**Run 1: register map, names as in the netlist**

Drawn at 1 px/um.
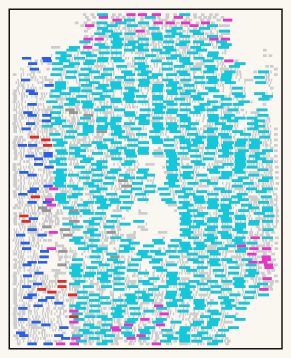
**Run 1: congestion heat map**

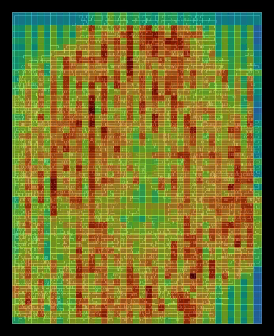
**Run 1: ports around the boundary**

Drawn at 1.5 px/um. Pins as bars across the die edge, other pins in gray.
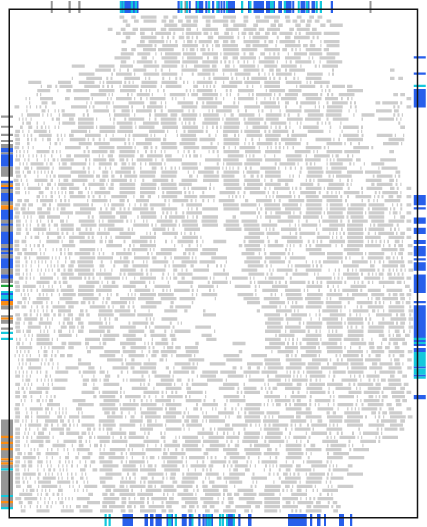
**Run 1: zoomed window**

Window x 123 to 148, y 89 to 114 um. Cells in gray, sequential cells in the stronger gray; small squares are vias.
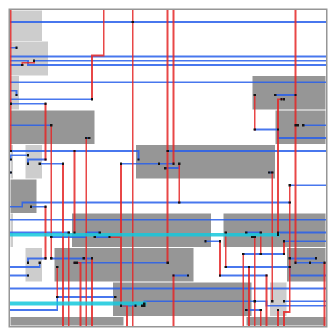
<file path="src/rtl/cell_pkg.sv">
// Shared ATM cell switch definitions: cell/port types and header field positions.
package cell_pkg;

  localparam int CELL_W    = 53;
  localparam int NUM_PORTS = 4;
  localparam int PORT_W    = 2;
  localparam int FILL_W    = 3;

  // VPI/VCI field location inside a cell word, common with the parser stage.
  localparam int VPI_VCI_MSB = 47;
  localparam int VPI_VCI_LSB = 32;

  typedef logic [CELL_W-1:0] cell_t;
  typedef logic [PORT_W-1:0] port_t;

endpackage

</file>
<file path="src/rtl/cell_fifo.sv">
// Single-clock first-word fall-through FIFO holding one output port's cells.
// The head entry is driven combinationally from the array so it is visible
// in the same cycle it becomes valid; it reads as zero while the FIFO is empty.
module cell_fifo #(
  parameter int WIDTH = 53,
  parameter int DEPTH = 4,
  parameter int CNT_W = 3
) (
  input  logic             clk,
  input  logic             rst,
  input  logic             push,
  input  logic             pop,
  input  logic [WIDTH-1:0] din,
  output logic [WIDTH-1:0] dout,
  output logic             empty,
  output logic             full,
  output logic [CNT_W-1:0] count
);

  localparam int PTR_W = (DEPTH > 1) ? $clog2(DEPTH) : 1;
  localparam logic [CNT_W-1:0] FULL_CNT = CNT_W'(DEPTH);

  logic [WIDTH-1:0] r_mem [DEPTH];
  logic [PTR_W-1:0] r_wr_ptr;
  logic [PTR_W-1:0] r_rd_ptr;
  logic [CNT_W-1:0] r_count;

  logic w_pop;
  logic w_push;

  // A pop needs data; a push needs space, or a slot freed by a pop this cycle.
  assign w_pop  = pop && (r_count != '0);
  assign w_push = push && ((r_count != FULL_CNT) || w_pop);

  assign empty = (r_count == '0);
  assign full  = (r_count == FULL_CNT);
  assign count = r_count;
  assign dout  = empty ? '0 : r_mem[r_rd_ptr];

  // Storage array; cells are written at the write pointer on an accepted push.
  always_ff @(posedge clk) begin
    if (w_push) begin
      r_mem[r_wr_ptr] <= din;
    end
  end

  // Pointers wrap naturally at DEPTH; occupancy kept in its own counter.
  always_ff @(posedge clk or posedge rst) begin
    if (rst) begin
      r_wr_ptr <= '0;
      r_rd_ptr <= '0;
      r_count  <= '0;
    end else begin
      if (w_push) begin
        r_wr_ptr <= r_wr_ptr + PTR_W'(1);
      end
      if (w_pop) begin
        r_rd_ptr <= r_rd_ptr + PTR_W'(1);
      end
      case ({w_push, w_pop})
        2'b10:   r_count <= r_count + CNT_W'(1);
        2'b01:   r_count <= r_count - CNT_W'(1);
        default: r_count <= r_count;
      endcase
    end
  end

endmodule

</file>
<file path="src/rtl/cell_out_queue.sv">
// Output queueing stage after the header parser: holds each cell for the one
// cycle until its output port is resolved, steers it into that port's FIFO,
// and drops (and counts) cells aimed at a full port.
module cell_out_queue
  import cell_pkg::*;
#(
  parameter int CELL_W    = cell_pkg::CELL_W,
  parameter int NUM_PORTS = cell_pkg::NUM_PORTS,
  parameter int DEPTH     = 4,
  parameter int DROP_W    = 16
) (
  input  logic                        clk,
  input  logic                        rst,
  input  logic [CELL_W-1:0]           cell_in,
  input  logic                        cell_valid,
  input  logic [PORT_W-1:0]           port_id,
  input  logic                        port_valid,
  output logic [NUM_PORTS*CELL_W-1:0] out_cell,
  output logic [NUM_PORTS-1:0]        out_valid,
  input  logic [NUM_PORTS-1:0]        out_ready,
  output logic [NUM_PORTS*FILL_W-1:0] fill,
  output logic [NUM_PORTS*DROP_W-1:0] drop_cnt,
  output logic                        drop_pulse
);

  logic [CELL_W-1:0]    r_align;
  logic                 r_drop_pulse;
  logic [NUM_PORTS-1:0] w_sel;
  logic [NUM_PORTS-1:0] w_push;
  logic [NUM_PORTS-1:0] w_pop;
  logic [NUM_PORTS-1:0] w_full;
  logic [NUM_PORTS-1:0] w_empty;
  logic [NUM_PORTS-1:0] w_drop;

  // Align register: holds the latest cell until the parser reports its port.
  always_ff @(posedge clk or posedge rst) begin
    if (rst) begin
      r_align <= '0;
    end else if (cell_valid) begin
      r_align <= cell_in;
    end
  end

  genvar gi;
  generate
    for (gi = 0; gi < NUM_PORTS; gi++) begin : g_port
      logic [DROP_W-1:0] r_drop_cnt;
      logic [FILL_W-1:0] w_count;

      assign w_sel[gi]  = port_valid && (port_id == PORT_W'(gi));
      assign w_pop[gi]  = out_ready[gi] && !w_empty[gi];
      assign w_push[gi] = w_sel[gi] && (!w_full[gi] || w_pop[gi]);
      assign w_drop[gi] = w_sel[gi] && w_full[gi] && !w_pop[gi];

      cell_fifo #(
        .WIDTH (CELL_W),
        .DEPTH (DEPTH),
        .CNT_W (FILL_W)
      ) u_fifo (
        .clk   (clk),
        .rst   (rst),
        .push  (w_push[gi]),
        .pop   (w_pop[gi]),
        .din   (r_align),
        .dout  (out_cell[gi*CELL_W +: CELL_W]),
        .empty (w_empty[gi]),
        .full  (w_full[gi]),
        .count (w_count)
      );

      // Per-port drop counter, saturating at all ones.
      always_ff @(posedge clk or posedge rst) begin
        if (rst) begin
          r_drop_cnt <= '0;
        end else if (w_drop[gi] && (r_drop_cnt != '1)) begin
          r_drop_cnt <= r_drop_cnt + DROP_W'(1);
        end
      end

      assign out_valid[gi]                 = !w_empty[gi];
      assign fill[gi*FILL_W +: FILL_W]     = w_count;
      assign drop_cnt[gi*DROP_W +: DROP_W] = r_drop_cnt;
    end
  endgenerate

  // One-cycle indication, the cycle after a cell was discarded.
  always_ff @(posedge clk or posedge rst) begin
    if (rst) begin
      r_drop_pulse <= 1'b0;
    end else begin
      r_drop_pulse <= |w_drop;
    end
  end

  assign drop_pulse = r_drop_pulse;

endmodule

</file>
<file path="config.mk">
export PLATFORM = sky130hd
export DESIGN_NAME = cell_out_queue
export DESIGN_NICKNAME = d
export VERILOG_FILES = /design/src/rtl/cell_pkg.sv /design/src/rtl/cell_fifo.sv /design/src/rtl/cell_out_queue.sv
export SDC_FILE = /design/constraint.sdc
export NUM_CORES = 1
export LEC_CHECK = 0
export ABC_AREA = 1
export CELL_PAD_IN_SITES_DETAIL_PLACEMENT = 1
export CELL_PAD_IN_SITES_GLOBAL_PLACEMENT = 1
export CORE_ASPECT_RATIO = 1.25
export CORE_MARGIN = 2
export CORE_UTILIZATION = 45
export DETAILED_ROUTE_END_ITERATION = 7
export GPL_ROUTABILITY_DRIVEN = 0
export PLACE_DENSITY = 0.8
export SLEW_MARGIN = 20
export SYNTH_ARGS = -nofsm -noshare
export SYNTH_HDL_FRONTEND = slang
export SYNTH_SLANG_ARGS = --single-unit
</file>
<file path="constraint.sdc">
create_clock -name clk -period 6.3 [get_ports clk]
set_input_delay 1.26 -clock clk [delete_from_list [all_inputs] [get_ports clk]]
set_output_delay 1.26 -clock clk [all_outputs]
set_load 0.05 [all_outputs]
</file>
==> results.sh, run 1 <==
# yosys + openroad results
export IMPL_synth_cell_types=31
export IMPL_grt_max_degree=89
export IMPL_period_used_pct=83.8
export IMPL_vias=28000
export IMPL_setup_tns_final_ns=0
export IMPL_ys_seq_share_pct=72.5
export IMPL_rr_startpoint="g_port[2].u_fifo.count[0]$_DFFE_PP0P_"
export IMPL_clockRootBuffer="clkbuf_16"
export IMPL_ff2ff_setup_slack_ns=3.32
export IMPL_worstSkewPairLatency_ns=0.69
export IMPL_ctsHoldBuffers=0
export IMPL_status="finished, final reports clean"
export IMPL_p_comb_share_pct=46.7
export IMPL_p_leak_nw=16.9
export IMPL_lay_top_count="nor2_1"
export IMPL_area_delta_synth_final_pct=20.5
export IMPL_worstPathMaxFanout=29
export IMPL_cp_end_kind="primary output"
export IMPL_crit_chain="inv_2 -> buf_4 -> nor2_1 -> o21ai_0 -> a21oi_1 -> clkdlybuf4s50_1"
export IMPL_cts_num_sinks=994
export IMPL_finalCriticalPeriod_ns=5.28
export IMPL_dp_hpwl_mm=77.8
export IMPL_ys_flops=994
export IMPL_cp_num_buf_inv=3
export IMPL_rows=122
export IMPL_cap_viol_max_count=0
export IMPL_topCombFamilyByArea="simple AND/OR/NAND/NOR gates"
export IMPL_gr_total_overflow=0
export IMPL_worst_path_max_delay_cell="clkdlybuf4s50_1"
export IMPL_maxSlewHeadroom_pct=24.9
export IMPL_fin_area_sq_um=48400
export IMPL_yosys_stat_area_sq_um=40100
export IMPL_simple_gate_share_pct=12.7
export IMPL_final_cell_count_no_fill=4998
export IMPL_nets=3826
export IMPL_warnings=38
export IMPL_drive_gt1_share_pct=8.06
export IMPL_critical_path_startpoint="g_port[1].u_fifo.r_rd_ptr[1]$_DFFE_PP0P_"
export IMPL_floorplan_nets=3490
export IMPL_wl_mm=126
-- 'register map, names as in the netlist' (at the start) --
| name in the netlist | color | sequential cells |
|---|---|---|
| g_port.u_fifo.r_mem | cyan | 848 |
| g_port.r_drop_cnt | blue | 64 |
| r_align | magenta | 53 |
| g_port.u_fifo.count | red | 12 |
not colored: 17
Reg area: 29100 sq um
P_seq: 0.00843 W
Seq/total area: 60.2%
fin util: 54.6%

-- 'congestion heat map' (at the start) --
GR met3 Demand/Resource: 4.56%
met2 Use GR: 48.5%
Avg WL per Cell: 25.2 um
global route hottest layer: met2
all-layer global routing usage: 27.3%

-- 'ports around the boundary' (at the start) --
| port | color | pins | direction | edge |
|---|---|---|---|---|
| out_cell | blue | 212 | output | 69 right, 55 bottom, 51 top, 37 left |
| cell_in | cyan | 53 | input | 19 top, 14 right, 12 bottom, 8 left |
| drop_pulse | green | 1 | output | left |
| fill | orange | 12 | output | left |
all pins by edge: 131 left, 83 right, 75 top, 67 bottom
die height: 338 um
Die X: 271 um

-- 'zoomed window' (at the start) --
| layer | color |
|---|---|
| met1 | blue |
| met2 | red |
| met3 | cyan |
most frequent: edfxtp_1 (7), nor2_1 (4)
sequential cells in the window: 7
netlist names of flops here include: g_port.u_fifo.r_mem (7)
cells with their middle in the window: 11

==> run 1: synthesized netlist by cell type (all sizes together) <==
| cell type | count | area share (%) |
|---|---|---|
| nand3b | 4 | 0.075 |
| nand2 | 299 | 2.8 |
| buf | 69 | 0.86 |
| edfxtp | 848 | 63 |
| nand3 | 32 | 0.42 |
| clkbuf | 103 | 0.96 |
| ha | 24 | 0.75 |
| xor2 | 21 | 0.46 |
| nor2 | 960 | 9.0 |
| nor2b | 1 | 0.016 |
| dfrtp | 146 | 9.1 |
| o21ai | 464 | 5.8 |
| xnor2 | 22 | 0.48 |
| nand4 | 22 | 0.34 |
| nor3 | 2 | 0.025 |
| fa | 4 | 0.20 |
| a21oi | 220 | 2.7 |
| mux2 | 53 | 1.5 |
| inv | 105 | 0.98 |
==> run 1: sequential cells by signal (all words and copies together) (netlist names) <==
register,flops
r_align,53
g_port.r_drop_cnt,64
g_port.u_fifo.count,12
g_port.u_fifo.r_mem,848
g_port.u_fifo.r_wr_ptr,8
g_port.u_fifo.r_rd_ptr,8
drop_pulse,1
==> run 1: area by class of cell <==
cell class	instances	area share, %
Timing Repair Buffer	407	8.28
Clock buffer	124	5.59
Clock inverter	61	1.31
Antenna cell	1	0.00517
Sequential cell	994	60.2
Inverter	105	0.835
Multi-Input combinational cell	2128	20.7
Tap cell	1178	3.05
==> run 1: through the flow <==
step           total power, W  setup WS (ns)  util [%]
2_1_floorplan          0.0163           1.12         -
3_3_place_gp           0.0209           1.79      50.8
3_5_place_dp           0.0212           1.73      50.8
4_1_cts                0.0274          0.978      54.6
5_1_grt                0.0283          0.903      54.6
6_report               0.0273           1.02      54.6
--- run 2 (diff from run 1) ---
==> constraint.sdc (replaced) <==
create_clock -name clk -period 5.5 [get_ports clk]
set_input_delay 1.1 -clock clk [delete_from_list [all_inputs] [get_ports clk]]
set_output_delay 1.1 -clock clk [all_outputs]
set_load 0.05 [all_outputs]
**Run 2: congestion heat map**

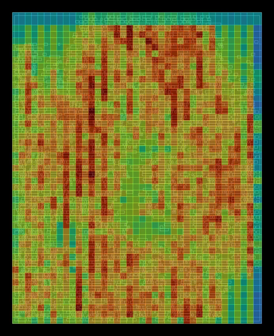
fin util: 54.6%
Avg WL per Cell: 25.2 um
met2 Use GR: 49.0%
all-layer global routing usage: 27.2%

**Run 2: zoomed window**

Window x 123 to 148, y 89 to 114 um. Cells in gray, sequential cells in the stronger gray; small squares are vias.
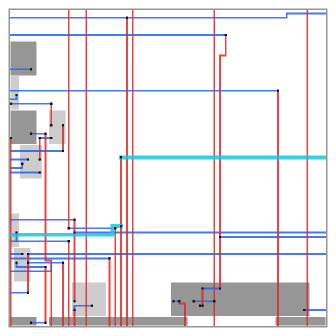
| layer | color |
|---|---|
| met1 | blue |
| met3 | cyan |
| met2 | red |
cells with their middle in the window: 7
most frequent: nor2_1 (4)
netlist names of flops here include: g_port.u_fifo.r_mem (1)
sequential cells in the window: 1

==> run 2 against run 1 <==
  * Routed wire length decreased by 0.20%
  * Cell area about the same
  * Setup slack got worse by 0.41 ns
  * First-iteration DRC count increased by 2.1%
  * Clock power increased by 11%
  * Flip-flop count unchanged
  * Global-route usage decreased by 0.12 points
==> results.sh, run 2 <==
# yosys + openroad results
export IMPL_status="finished, final reports clean"
export IMPL_largest_reg_flops=848
export IMPL_crit_chain="inv_2 -> buf_4 -> nor2_1 -> o21ai_0 -> a21oi_1 -> clkdlybuf4s50_1"
export IMPL_area_delta_synth_final_pct=20.5
export IMPL_vias=28000
export IMPL_synth_top_cell_area_share_pct=63.4
export IMPL_reg_top3="g_port.u_fifo.r_mem x848, g_port.r_drop_cnt x64, r_align x53"
export IMPL_finalCriticalPeriod_ns=4.89
export IMPL_regArea_sq_um=29100
export IMPL_worstSkewPairLatency_ns=0.66
export IMPL_ff_type="edfxtp_1"
export IMPL_die_h_um=338
export IMPL_grt_max_degree=107
export IMPL_cts_num_sinks=994
export IMPL_drive_gt1_share_pct=7.99
export IMPL_top_cell="nor2_1"
export IMPL_edf_count=848
export IMPL_rows=122
export IMPL_period_used_pct=88.9
export IMPL_lay_top_count="nor2_1"
export IMPL_postSynth_asyncResetShare_pct=14.7
export IMPL_maxSlewHeadroom_pct=24.9
export IMPL_synth_cell_types=31
export IMPL_clockRootBuffer="clkbuf_16"
export IMPL_diodes=0
export IMPL_worst_path_max_delay_cell="clkdlybuf4s50_1"
export IMPL_ctsHoldBuffers=0
export IMPL_floorplan_nets=3490
export IMPL_cap_viol_max_count=0
export IMPL_setup_slack_ns=0.611
export IMPL_setup_tns_final_ns=0
export IMPL_regMostFlops="g_port.u_fifo.r_mem"
export IMPL_ys_seq_share_pct=72.5
export IMPL_dieWidth_um=271
export IMPL_dp_hpwl_mm=78.4
export IMPL_p_leak_nw=16.9
export IMPL_fin_area_sq_um=48400
export IMPL_topCellsByArea="edfxtp_1, dfrtp_1, nor2_1"
export IMPL_wl_mm=126
export IMPL_report_power_total_w=0.0310
export IMPL_cp_num_buf_inv=3
export IMPL_yosys_stat_area_sq_um=40100
**Run 2: register map, names as in the netlist**

Drawn at 1 px/um.
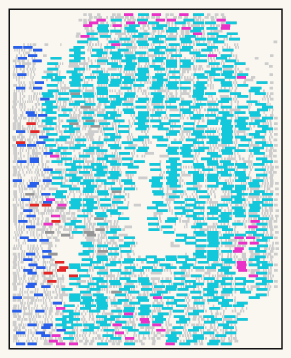
| name in the netlist | color | sequential cells |
|---|---|---|
| g_port.r_drop_cnt | blue | 64 |
| r_align | magenta | 53 |
| g_port.u_fifo.count | red | 12 |
| g_port.u_fifo.r_mem | cyan | 848 |
P_seq: 0.00949 W
Seq/total area: 60.3%

## run 2: logic make-up after synthesis
kind of cell / synth area share, %
AOI/OAI and AO/OA: 8.57
xor gates and xnor gates: 0.938
adders and majority gates: 0.948
buffers and inverters: 2.81
DFF: 72.5
muxes: 1.49
and+or+nand+nor: 12.7
## run 2: routing by layer
layer  vias to the layer above  share of wire, %  global-route usage [%]
li1                      12400                 -                       -
met4                         0               3.2                    9.25
met3                       214               5.8                    4.70
met1                     14500                39                    33.1
met5                         -                 0                       0
met2                       898                52                    49.0
## run 2: final timing paths
path	startpoint	endpoint	slack, ns
hold / removal	g_port[3].u_fifo.count[0]$_DFFE_PP0P_	g_port[3].u_fifo.count[0]$_DFFE_PP0P_	0.54
max in group asynchronous	rst	g_port[2].u_fifo.r_rd_ptr[0]$_DFFE_PP0P_	3.55
setup reg to reg	g_port[2].u_fifo.count[0]$_DFFE_PP0P_	g_port[2].u_fifo.count[2]$_DFFE_PP0P_	2.26
hold reg to reg	g_port[3].u_fifo.count[0]$_DFFE_PP0P_	g_port[3].u_fifo.count[0]$_DFFE_PP0P_	0.54
min in group asynchronous	rst	g_port[3].r_drop_cnt[7]$_DFFE_PP0P_	0.90
setup / recovery	g_port[0].u_fifo.r_rd_ptr[1]$_DFFE_PP0P_	out_cell[12]	0.61
## run 2: area by class of cell
class                   instances  area share [%]
repair buffers                410            8.53
inverters                     105           0.844
flip-flops and latches        994            60.3
multi-input cells            2128            20.7
clock inverters                59            1.21
well taps                    1178            3.05
clock buffers                 119            5.38
## run 2: report_power, final
group          leakage, nW  internal, W  total [W]  switching (W)
combinational         5.83      0.00402     0.0148         0.0108
sequential            9.46      0.00890    0.00949       0.000592
clock                 1.58      0.00388    0.00678        0.00290
total                 16.9       0.0168     0.0310         0.0142
No activity file was given, so power comes from the tool's default toggle rates.
